Fig. 1: placed cells, one color a class
The bar under the picture is 20 um long. Fill, decap, tap and diode cells in gray.
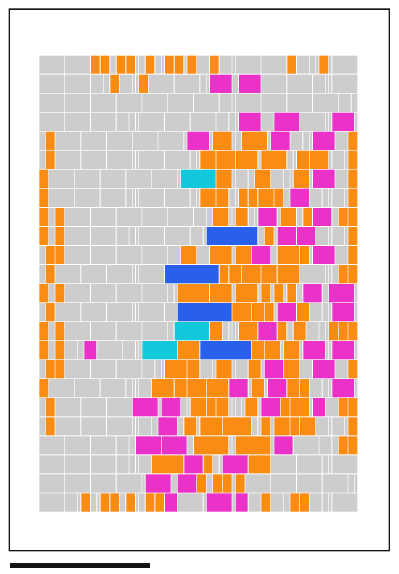
Fig. 2: cell area per tile
The die is cut into 5 by 8 equal tiles; black is low, pale yellow is high, 0 to 100% covered.
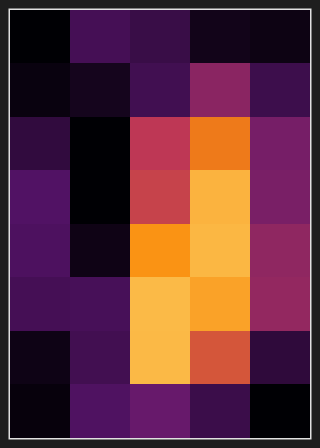
Fig. 3: metal layers overlaid
The bar under the picture is 20 um long. Two of the layers only.
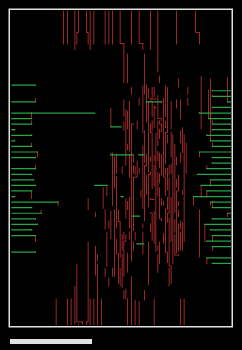
Fig. 4: routing congestion
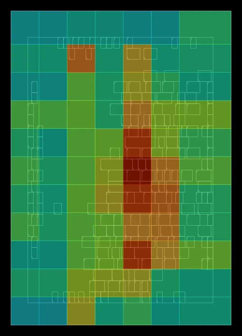
Fig. 5: pin placement
The bar under the picture is 20 um long. Pins as bars across the die edge, other pins in gray.
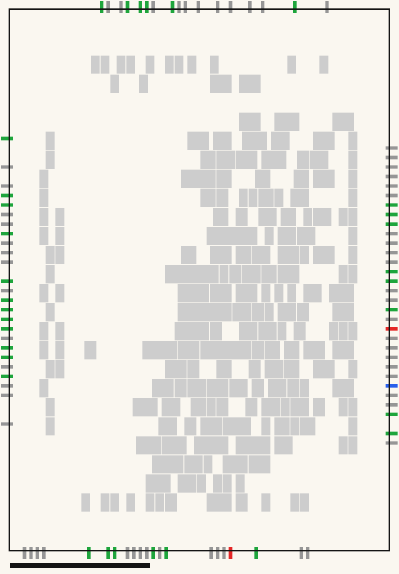
Design cpu_multicycle_ctrl, sky130hd; sources not shown.
==> changes_impl.md <==
## Implementation

- Stages on worst setup path: 5
- Vias in the first global route: approximately 900
- Mux area share: 0%
- Num CTS Buffers: 3
- Peak VDD IR: approximately 0.00032 V
- FF/Latch Area: between 80 and 90 um2
- Wire length on met2: 1290 um
- Critical Path AT: approximately 1.6 ns
- Layout area overhead: 13.1%
- Gate Area: between 700 and 800 um2
- DRT met1 WL: slightly below 800 um
- Die area: about 4200 um2
- Non-filler instance count after layout: 238
- Max-slew violation count: 0
- Final setup vio count: 0
- Clk slew on worst S/H paths: 0.03 ns
- Outcome: completed
- Synth top cell by count: buf_4
- Crit path time final: approximately 1.9 ns
- CTS tree: done
- Comb area share: 58.4%
-- Fig. 1 (at the start) --
legend:
  cyan:
    class: clock drivers
    cells: 3
    share_of_their_area: 3.3%
  blue:
    class: flops
    cells: 4
    share_of_their_area: 6.6%
  orange:
    class: combinational and other logic
    cells: 148
    share_of_their_area: 62%
  magenta:
    class: other buffers and delay cells
    cells: 44
    share_of_their_area: 29%
core area: 2970 um2
Seq area share: 6.36%
row count: 24
Finished Cell Area: 1300 um2
final core utilization: 43.7%

-- Fig. 2 (at the start) --
tiles over 75% full: 15%
nearly empty tiles: 13%
emptiest ninth of the die: upper left
fp util: 38.6%

-- Fig. 3 (at the start) --
legend:
  red:
    layer: metal 2
    wire_length: 1290 um
  green:
    layer: metal 3
    wire_length: 319 um
vias: 1022
final WL: 2460 um

-- Fig. 4 (at the start) --
met2 GRT Util: 22.2%
Total GRT Usage: 11.9%
Routed WL per cell: 10.3 um
Global Route met1 Usage: 11.0%
GRT Max-Usage Layer: met2

-- Fig. 5 (at the start) --
legend:
  blue:
    port: mem_to_reg_o
    pins: 1
    direction: output
    edge: right
  red:
    port: alu_op_o
    pins: 2
    direction: output
    edge: 1 bottom, 1 right
  green:
    port: cycle_count_o
    pins: 32
    direction: output
    edge: 12 left, 8 right, 6 top, 6 bottom
DIE HEIGHT: 77.2 um
Die X: 54.1 um
IO buf count: 25

